## config.mk

```make
export PLATFORM = sky130hd
export DESIGN_NAME = des_key_sched_ctrl_flat
export DESIGN_NICKNAME = d
export VERILOG_FILES = /design/src/rtl/des_key_sched_ctrl_if.sv /design/src/rtl/des_key_sched_ctrl.sv /design/src/flat_wrapper.sv
export SDC_FILE = /design/constraint.sdc
export NUM_CORES = 1
export LEC_CHECK = 0
export CAP_MARGIN = 25
export CORE_ASPECT_RATIO = 1.5
export CORE_MARGIN = 3
export CORE_UTILIZATION = 45
export CTS_CLUSTER_DIAMETER = 120
export CTS_CLUSTER_SIZE = 25
export DETAILED_ROUTE_END_ITERATION = 10
export PLACE_DENSITY = 0.72
export SYNTH_ARGS = -nofsm -noshare
export SYNTH_HDL_FRONTEND = slang
export SYNTH_SLANG_ARGS = --single-unit
```

## constraint.sdc

```tcl
create_clock -name clk -period 2.8 [get_ports clk]
set_clock_uncertainty 0.05 [all_clocks]
set_input_delay 0.42 -clock clk [delete_from_list [all_inputs] [get_ports clk]]
set_output_delay 0.42 -clock clk [all_outputs]
set_load 0.02 [all_outputs]
```

## src/rtl/des_key_sched_ctrl_if.sv

```systemverilog
`default_nettype none
// ============================================================================
// Module      : des_key_sched_ctrl_if
// Description : Handshake and bus bundle of the sequential DES key-schedule
//               controller.
//               master : top-level control side. Drives start, decrypt, key,
//                        abort and round_ready. Observes the subkey stream.
//               slave  : the key-schedule controller itself.
//               Signals:
//                 start       - begin a schedule (sampled in IDLE)
//                 decrypt     - 0 = K1..K16, 1 = K16..K1 (sampled with start)
//                 key[63:0]   - DES key with parity bits (sampled with start)
//                 abort       - synchronous cancel back to IDLE
//                 round_ready - round datapath consumes the current subkey
//                 round_valid - subkey / round_idx are valid
//                 round_idx   - datapath round number 0..15
//                 subkey      - 48-bit PC-2 output of the C/D registers
//                 busy        - schedule in progress (ROUND or DONE)
//                 done        - one-cycle pulse after round 15 is accepted
// Revision    : 1.0 - initial release
// ============================================================================
interface des_key_sched_ctrl_if;
  logic        start;
  logic        decrypt;
  logic [63:0] key;
  logic        abort;
  logic        round_ready;
  logic        round_valid;
  logic [3:0]  round_idx;
  logic [47:0] subkey;
  logic        busy;
  logic        done;

  modport master (
    output start, decrypt, key, abort, round_ready,
    input  round_valid, round_idx, subkey, busy, done
  );

  modport slave (
    input  start, decrypt, key, abort, round_ready,
    output round_valid, round_idx, subkey, busy, done
  );
endinterface
`default_nettype wire

```

## src/rtl/des_key_sched_ctrl.sv

```systemverilog
`default_nettype none
// ============================================================================
// Module      : des_key_sched_ctrl
// Description : Sequential DES key schedule. The controller latches the key on
//               start and keeps the 28-bit C/D halves in registers. It presents
//               one 48-bit subkey per round, with a valid/ready handshake
//               toward the round datapath. Subkeys come out in encrypt order
//               (K1..K16) or decrypt order (K16..K1).
// Ports       : clk   - rising-edge clock
//               rst_n - asynchronous active-low reset
//               bus   - des_key_sched_ctrl_if.slave (see interface header)
// Revision    : 1.0 - initial release
// ============================================================================
module des_key_sched_ctrl (
  input  logic                  clk,
  input  logic                  rst_n,
  des_key_sched_ctrl_if.slave   bus
);

  // PC-1 / PC-2 tables in the standard 1-based, MSB-first DES bit numbering.
  // The first table entry sits in the most significant 6-bit slot.
  localparam int PC1_BITS = 56 * 6;
  localparam int PC2_BITS = 48 * 6;

  localparam logic [PC1_BITS-1:0] PC1_TAB = {
    6'd57, 6'd49, 6'd41, 6'd33, 6'd25, 6'd17, 6'd9,
    6'd1,  6'd58, 6'd50, 6'd42, 6'd34, 6'd26, 6'd18,
    6'd10, 6'd2,  6'd59, 6'd51, 6'd43, 6'd35, 6'd27,
    6'd19, 6'd11, 6'd3,  6'd60, 6'd52, 6'd44, 6'd36,
    6'd63, 6'd55, 6'd47, 6'd39, 6'd31, 6'd23, 6'd15,
    6'd7,  6'd62, 6'd54, 6'd46, 6'd38, 6'd30, 6'd22,
    6'd14, 6'd6,  6'd61, 6'd53, 6'd45, 6'd37, 6'd29,
    6'd21, 6'd13, 6'd5,  6'd28, 6'd20, 6'd12, 6'd4
  };

  localparam logic [PC2_BITS-1:0] PC2_TAB = {
    6'd14, 6'd17, 6'd11, 6'd24, 6'd1,  6'd5,
    6'd3,  6'd28, 6'd15, 6'd6,  6'd21, 6'd10,
    6'd23, 6'd19, 6'd12, 6'd4,  6'd26, 6'd8,
    6'd16, 6'd7,  6'd27, 6'd20, 6'd13, 6'd2,
    6'd41, 6'd52, 6'd31, 6'd37, 6'd47, 6'd55,
    6'd30, 6'd40, 6'd51, 6'd45, 6'd33, 6'd48,
    6'd44, 6'd49, 6'd39, 6'd56, 6'd34, 6'd53,
    6'd46, 6'd42, 6'd50, 6'd36, 6'd29, 6'd32
  };

  // Shift schedule s[1..16]: bit (i-1) set means round i rotates by 2.
  localparam logic [15:0] SHIFT2 = 16'h7EFC;

  // DES bit p (1-based from MSB) of a 64-bit word is index 64-p, which equals
  // -p modulo 64 in a 6-bit index.
  function automatic logic [55:0] pc1(input logic [63:0] k);
    logic [PC1_BITS-1:0] t;
    logic [55:0]         o;
    logic [5:0]          p;
    t = PC1_TAB;
    o = '0;
    for (int j = 0; j < 56; j++) begin
      p = t[PC1_BITS-1 -: 6];
      o = {o[54:0], k[6'd0 - p]};
      t = t << 6;
    end
    return o;
  endfunction

  function automatic logic [47:0] pc2(input logic [55:0] cd);
    logic [PC2_BITS-1:0] t;
    logic [47:0]         o;
    logic [5:0]          p;
    t = PC2_TAB;
    o = '0;
    for (int j = 0; j < 48; j++) begin
      p = t[PC2_BITS-1 -: 6];
      o = {o[46:0], cd[6'd56 - p]};
      t = t << 6;
    end
    return o;
  endfunction

  function automatic logic [27:0] rotl(input logic [27:0] x, input logic two);
    return two ? {x[25:0], x[27:26]} : {x[26:0], x[27]};
  endfunction

  function automatic logic [27:0] rotr(input logic [27:0] x, input logic two);
    return two ? {x[1:0], x[27:2]} : {x[0], x[27:1]};
  endfunction

  typedef enum logic [1:0] {
    IDLE  = 2'b00,
    ROUND = 2'b01,
    DONE  = 2'b10
  } state_t;

  state_t      r_state, w_state_nxt;
  logic [27:0] r_c, r_d, w_c_nxt, w_d_nxt;
  logic [3:0]  r_idx, w_idx_nxt;
  logic        r_dir, w_dir_nxt;
  logic [55:0] w_pc1;
  logic        w_accept;

  assign w_pc1    = pc1(bus.key);
  assign w_accept = (r_state == ROUND) && bus.round_ready;

  always_comb begin
    w_state_nxt     = r_state;
    w_c_nxt         = r_c;
    w_d_nxt         = r_d;
    w_idx_nxt       = r_idx;
    w_dir_nxt       = r_dir;
    bus.round_valid = 1'b0;
    bus.busy        = 1'b0;
    bus.done        = 1'b0;
    bus.round_idx   = r_idx;
    bus.subkey      = pc2({r_c, r_d});

    case (r_state)
      IDLE: begin
        if (bus.start) begin
          w_state_nxt = ROUND;
          w_idx_nxt   = 4'd0;
          w_dir_nxt   = bus.decrypt;
          // Decrypt starts from C16/D16, which equal the unrotated C0/D0.
          if (bus.decrypt) begin
            w_c_nxt = w_pc1[55:28];
            w_d_nxt = w_pc1[27:0];
          end else begin
            w_c_nxt = rotl(w_pc1[55:28], SHIFT2[0]);
            w_d_nxt = rotl(w_pc1[27:0],  SHIFT2[0]);
          end
        end
      end
      ROUND: begin
        bus.round_valid = 1'b1;
        bus.busy        = 1'b1;
        if (w_accept) begin
          if (r_idx == 4'd15) begin
            // Registers already hold C16/D16 (encrypt) or C1/D1 (decrypt).
            w_state_nxt = DONE;
          end else begin
            w_idx_nxt = r_idx + 4'd1;
            if (r_dir) begin
              // Undo the shift that produced the subkey just consumed.
              w_c_nxt = rotr(r_c, SHIFT2[~r_idx]);
              w_d_nxt = rotr(r_d, SHIFT2[~r_idx]);
            end else begin
              w_c_nxt = rotl(r_c, SHIFT2[r_idx + 4'd1]);
              w_d_nxt = rotl(r_d, SHIFT2[r_idx + 4'd1]);
            end
          end
        end
      end
      DONE: begin
        bus.busy    = 1'b1;
        bus.done    = 1'b1;
        w_state_nxt = IDLE;
      end
      default: begin
        w_state_nxt = IDLE;
      end
    endcase

    // Abort wins over start and acceptance. The datapath registers hold.
    if (bus.abort) begin
      w_state_nxt = IDLE;
      w_c_nxt     = r_c;
      w_d_nxt     = r_d;
      w_idx_nxt   = r_idx;
      w_dir_nxt   = r_dir;
    end
  end

  always_ff @(posedge clk or negedge rst_n) begin
    if (!rst_n) begin
      r_state <= IDLE;
      r_c     <= '0;
      r_d     <= '0;
      r_idx   <= '0;
      r_dir   <= 1'b0;
    end else begin
      r_state <= w_state_nxt;
      r_c     <= w_c_nxt;
      r_d     <= w_d_nxt;
      r_idx   <= w_idx_nxt;
      r_dir   <= w_dir_nxt;
    end
  end

endmodule
`default_nettype wire

```

## src/flat_wrapper.sv

```systemverilog
// flat-port wrapper written by rule: the top's interface ports become plain ports
module des_key_sched_ctrl_flat 
  (clk, rst_n, bus_start, bus_decrypt, bus_key, bus_abort, bus_round_ready, bus_round_valid, bus_round_idx, bus_subkey, bus_busy, bus_done);
  des_key_sched_ctrl_if bus_i ();
  input  logic clk;
  input  logic rst_n;
  input wire logic [$bits(bus_i.start)-1:0] bus_start;
  input wire logic [$bits(bus_i.decrypt)-1:0] bus_decrypt;
  input wire logic [$bits(bus_i.key)-1:0] bus_key;
  input wire logic [$bits(bus_i.abort)-1:0] bus_abort;
  input wire logic [$bits(bus_i.round_ready)-1:0] bus_round_ready;
  output wire logic [$bits(bus_i.round_valid)-1:0] bus_round_valid;
  output wire logic [$bits(bus_i.round_idx)-1:0] bus_round_idx;
  output wire logic [$bits(bus_i.subkey)-1:0] bus_subkey;
  output wire logic [$bits(bus_i.busy)-1:0] bus_busy;
  output wire logic [$bits(bus_i.done)-1:0] bus_done;
  assign bus_i.start = bus_start;
  assign bus_i.decrypt = bus_decrypt;
  assign bus_i.key = bus_key;
  assign bus_i.abort = bus_abort;
  assign bus_i.round_ready = bus_round_ready;
  assign bus_round_valid = bus_i.round_valid;
  assign bus_round_idx = bus_i.round_idx;
  assign bus_subkey = bus_i.subkey;
  assign bus_busy = bus_i.busy;
  assign bus_done = bus_i.done;
  des_key_sched_ctrl u_core (.clk(clk), .rst_n(rst_n), .bus(bus_i));
endmodule
```

==> images/congestion.png <==
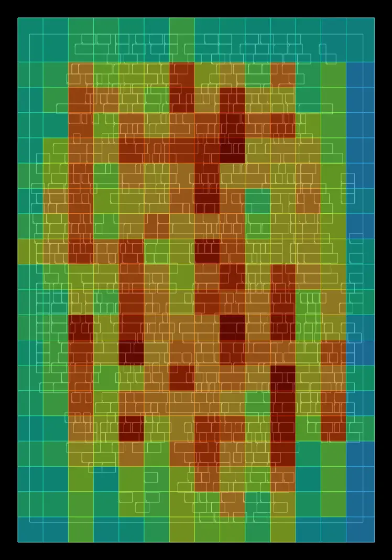
GRT met1 Usage: 0.278
total routing usage reported by global routing: 0.241
fin util: 0.572
met2 layer usage reported by global route: 0.440
GR Layer Usage met3: 0.0308

==> images/placement_by_type.png <==
The bar under the picture is 20 um long.
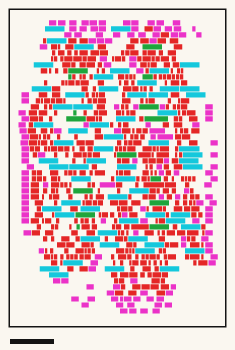
colour	class	cells	share of their area
cyan	sequential cells	63	23%
red	combinational and other logic	480	52%
magenta	remaining buffers and delay cells	143	21%
green	clock drivers and dummy loads	15	4.4%
summed area of non-filler cells in the final layout: 0.00695 mm2
core box area: 0.0121 mm2

==> images/io_fan.png <==
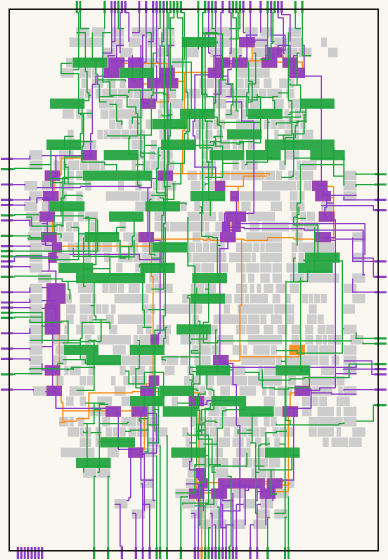
colour	port	bits	direction	edge	end cells	buffers	wire
green	bus_subkey	48	output	20 north, 13 south, 9 west, 6 east	48	48	3,340 um
purple	bus_key	64	input	22 south, 19 north, 15 west, 8 east	64	56	1,810 um
orange	bus_decrypt	1	input	south	65	4	667 um

==> notes.md <==
The layout was made with Yosys and OpenROAD.

The count of nets after finishing is 776. The number of resized instances in the post-cts repair step is 0. Hold timing on the final database bottoms out at a slack of 213 ps. In this run the deepest clock path goes through 2 buffers. Per the timing report, the achievable frequency comes out to 0.382 GHz.

Listed in order, past its start point the critical path passes inv_1 > ha_1 > or3b_2 > o21ai_4 > buf_12 > nor3_1 > or4_1 > o31ai_1. Yosys stat counts roughly 650 cells in the synthesized netlist. The first global-routing pass estimated 27,400 um of wire. The routed metal-1 wirelength is 6450 um. The clock tree synthesis step divided the H-tree into 3 levels. Counting pins that exceed their max-slew limit in the final report gives 0.

The clock share of power is 0.142. The highest-delay cell along the critical path is or3b_2. The fraction of the mapped netlist area in adder cells is 0.0200.

The total overflow reported by the global router is 0. The last timing report of the flow puts the setup violation total at 0. The total placed instance area is 0.00664 mm2.

The largest net degree at the start of global routing is between 100 and 150. The synthesized netlist occupies a cell area of 0.00564 mm2. The power report attributes to the sequential group a share of 0.252. The detailed placer reported the number of placed instances as 839. The path class of the tightest hold or removal check is in -> async. The worst setup path is captured at a flip-flop. The stage delay of the slowest cell on the critical path is 490 ps.

The reported net switching power is 0.00374 W. The startpoint of the most critical setup path is u_core.bus.round_idx[0]$_DFFE_PN0P_. The die extent in y is 143 um. The internal power is 0.00437 W. The multi-input combinational cells in the finished layout cover a total of 0.00346 mm2. The post-route antenna net violation count is 0. Per the post-place timing report, worst setup slack is 44.9 ps. The endpoint of the lowest-slack register-to-register path is u_core.r_c[0]$_DFFE_PN0P_.

The number of diodes added for antenna fixing is 0. Leaving out fill and tap cells, the most frequent cells in the layout are clkdlybuf4s50_1 (114), nor3_1 (111), mux2_2 (102). By area the synthesized netlist is led by dfrtp_1 (28%), mux2_2 (20%), nor3_1 (9.8%). The final cell count without fillers is 854. The logic depth of the worst register-to-register path is 8. The number of global-route vias before repair is between 5,000 and 6,000. The detailed router reports a met3 wire length of 859 um. The number of antenna violations at the first check in global routing is 0. Among logic cells in the layout, the one with the most instances is clkdlybuf4s50_1. The combinational group share of total power is 0.605.

The routed layout reports a DRC error count of 0. Per the synth stats, the proportion of register bits with asynchronous set or reset is 1.00. The setup slack of the most critical reg-to-reg path is 180 ps. The cell type contributing the most total cell area after synthesis is dfrtp_1. The fraction of final layout cells with drive strength greater than 1 is 0.227. The highest layer touched by signal routing is met4. The first routing iteration left 389 violations. The post-synth area from yosys stat is 0.00564 mm2. The flow ran to the end, and the final reports show no timing, DRC or antenna violations. Once detailed placement completed, the half-perimeter wirelength came to between 10,000 and 15,000 um. Counting the buffers created by CTS gives 9. Setup repair after global routing left no endpoint under its margin. For the pin with the worst max-slew slack, the measured transition is 867 ps. The number of clock sinks seen by CTS is 63. The layout has 11 clock buffers.

The mean instance size in the synthesized netlist is about 8.6 um2. After routing, the total negative slack on setup checks comes to 0 ps. The final power report lists total power as 0.00811 W.

The worst pin sits at a relative slew slack of 0.422. For this run, the detailed router's first-pass iteration total came to 5. Buffers inserted to repair hold after CTS numbered 0.

The layout contains a multi-input combinational cell count of 473. The total setup buffers inserted after CTS is 0. Looking at the cell usage after synthesis, the top flip-flop cell is dfrtp_1. The cell count along the critical path is 8. The CTS clock-pin slew for the worst setup and hold paths is 60 ps.

IR analysis of the VDD net gives a maximum drop of roughly 530 uV. The critical path endpoint has a required time of between 2000 and 3000 ps. Per the layout report, the design carries 7 non-clock inverters. The buffering overhead is 0.200.

TritonCTS built the clock tree. The capturing element of the worst setup path is u_core.r_c[0]$_DFFE_PN0P_. The proportion of cell area occupied by registers is 0.227. The area fraction in and, or, nand and nor cells is 0.183.

The worst setup path is launched from a flip-flop. The die width is just under 100 um. The power report puts the leakage power at 2.59 nW.

The non-clock buffer total of the final layout is 143. In the finished design, the share of the clock period the worst path needs comes to 0.934. The stage logs contain a warning count of ~43. By count the netlist is led by nor3_1 (111), mux2_2 (102), dfrtp_1 (63). Sorting the synthesis cell report by count puts at the top nor3_1. The area overhead of the layout relative to synthesis is 23.1%.

The relative area of clock buffers and inverters in the final design is 0.0429. Per the post-run analysis, buffers plus inverters along the critical path come to 2. The Yosys step of the flow raised 0 warnings. The number of buffers added on ports is approximately 120. The share of the synthesized area in the top cell type is 0.279. The post-synthesis net count is 733.

The inserted tap cell count is 153. The compound-cell area share of the yosys netlist is 0.187. The flow reports power dissipated in combinational cells as between 0.004 and 0.005 W. After filler insertion, the fill cell instance count of the layout stands at 1,085. After detailed routing, the number of vias per cell comes to 6.42.

The cell-mix breakdown from Yosys lists the XOR/XNOR area share as 0. The top power group is combinational logic. In the synthesized netlist, the dominant kind of combinational cell is multiplexers. After layout, the minimum clock period comes to 2620 ps.

The sequential cells in the finished layout cover a total of 0.00158 mm2. Data on the critical path arrives at its endpoint at 2810 ps. The sequential power is around 0.0021 W. Per the layout area report, the combinational fraction of cell area is 0.498. The share of the core filled by cells before placement is 0.465.

The total I/O pin count is 125. The number of max-cap violations is 0. Of the post-synthesis cell area, the part taken by muxes is 0.216.

The post-synth tally of flip-flops with integrated enable is 0. The total die size is approximately 0.014 mm2. The worst setup path is of the reg -> reg kind. The global router reports that the layer with the highest usage is met2. According to the floorplan log, the row count is 49. Clock latency on the worst-skew pair, taken at its later pin, is 340 ps. For this run, the register share of the synthesized area comes to 0.279. The detailed router reports a met2 wire length of 9050 um. Sequential cells placed in the final layout were counted as 63. The switching portion of total power comes to 0.461. The start of the worst register-to-register path is u_core.bus.round_idx[0]$_DFFE_PN0P_.

The slack of the critical path is 183 ps. The number of distinct library cell variants in the gate-level netlist after synthesis is 39. The synthesized design contains 63 register bits. The weighted congestion reported at the end of routability-driven placement is 0.852.

The final hold violation count is 0. Per the CTS log, the root buffer master is clkbuf_16. For the clock group, total power comes out at 0.00115 W.

The maximum net fanout on the critical path is 38. The cell type group with the largest total delay on the critical path is simple AND/OR/NAND/NOR gates. Synthesis produced a netlist whose cell count is 654. Per the summary, power density relative to cell area is 1170 mW/mm2. The cell kind with the greatest summed area is combinational gates.
==> images/metal_density.png <==
The bar under the picture is 20 um long. 19 x 29 tiles, from dark purple (low) to yellow (high), scaled to the fullest tile. Values are wire area over tile area, all layers added.
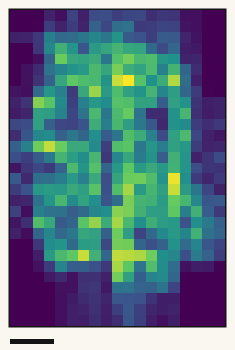
nearly empty tiles	13%
fullest tile	0.57
mean over tiles	0.19
emptiest ninth of the die	south-west
routed wire length: 16,900 um
final routed wire length divided by cell count: 19.7 um
via count of the routed design: 5,482

==> images/sizes.png <==
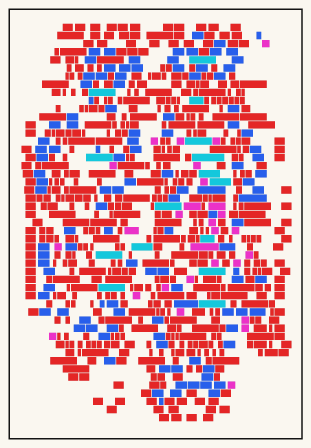
colour	size	cells
blue	_2 cells	116
magenta	_3 and _4 cells	28
cyan	_6 and larger	15
red	_0 and _1 cells	542

No activity file was given, so power comes from the tool's default toggle rates.
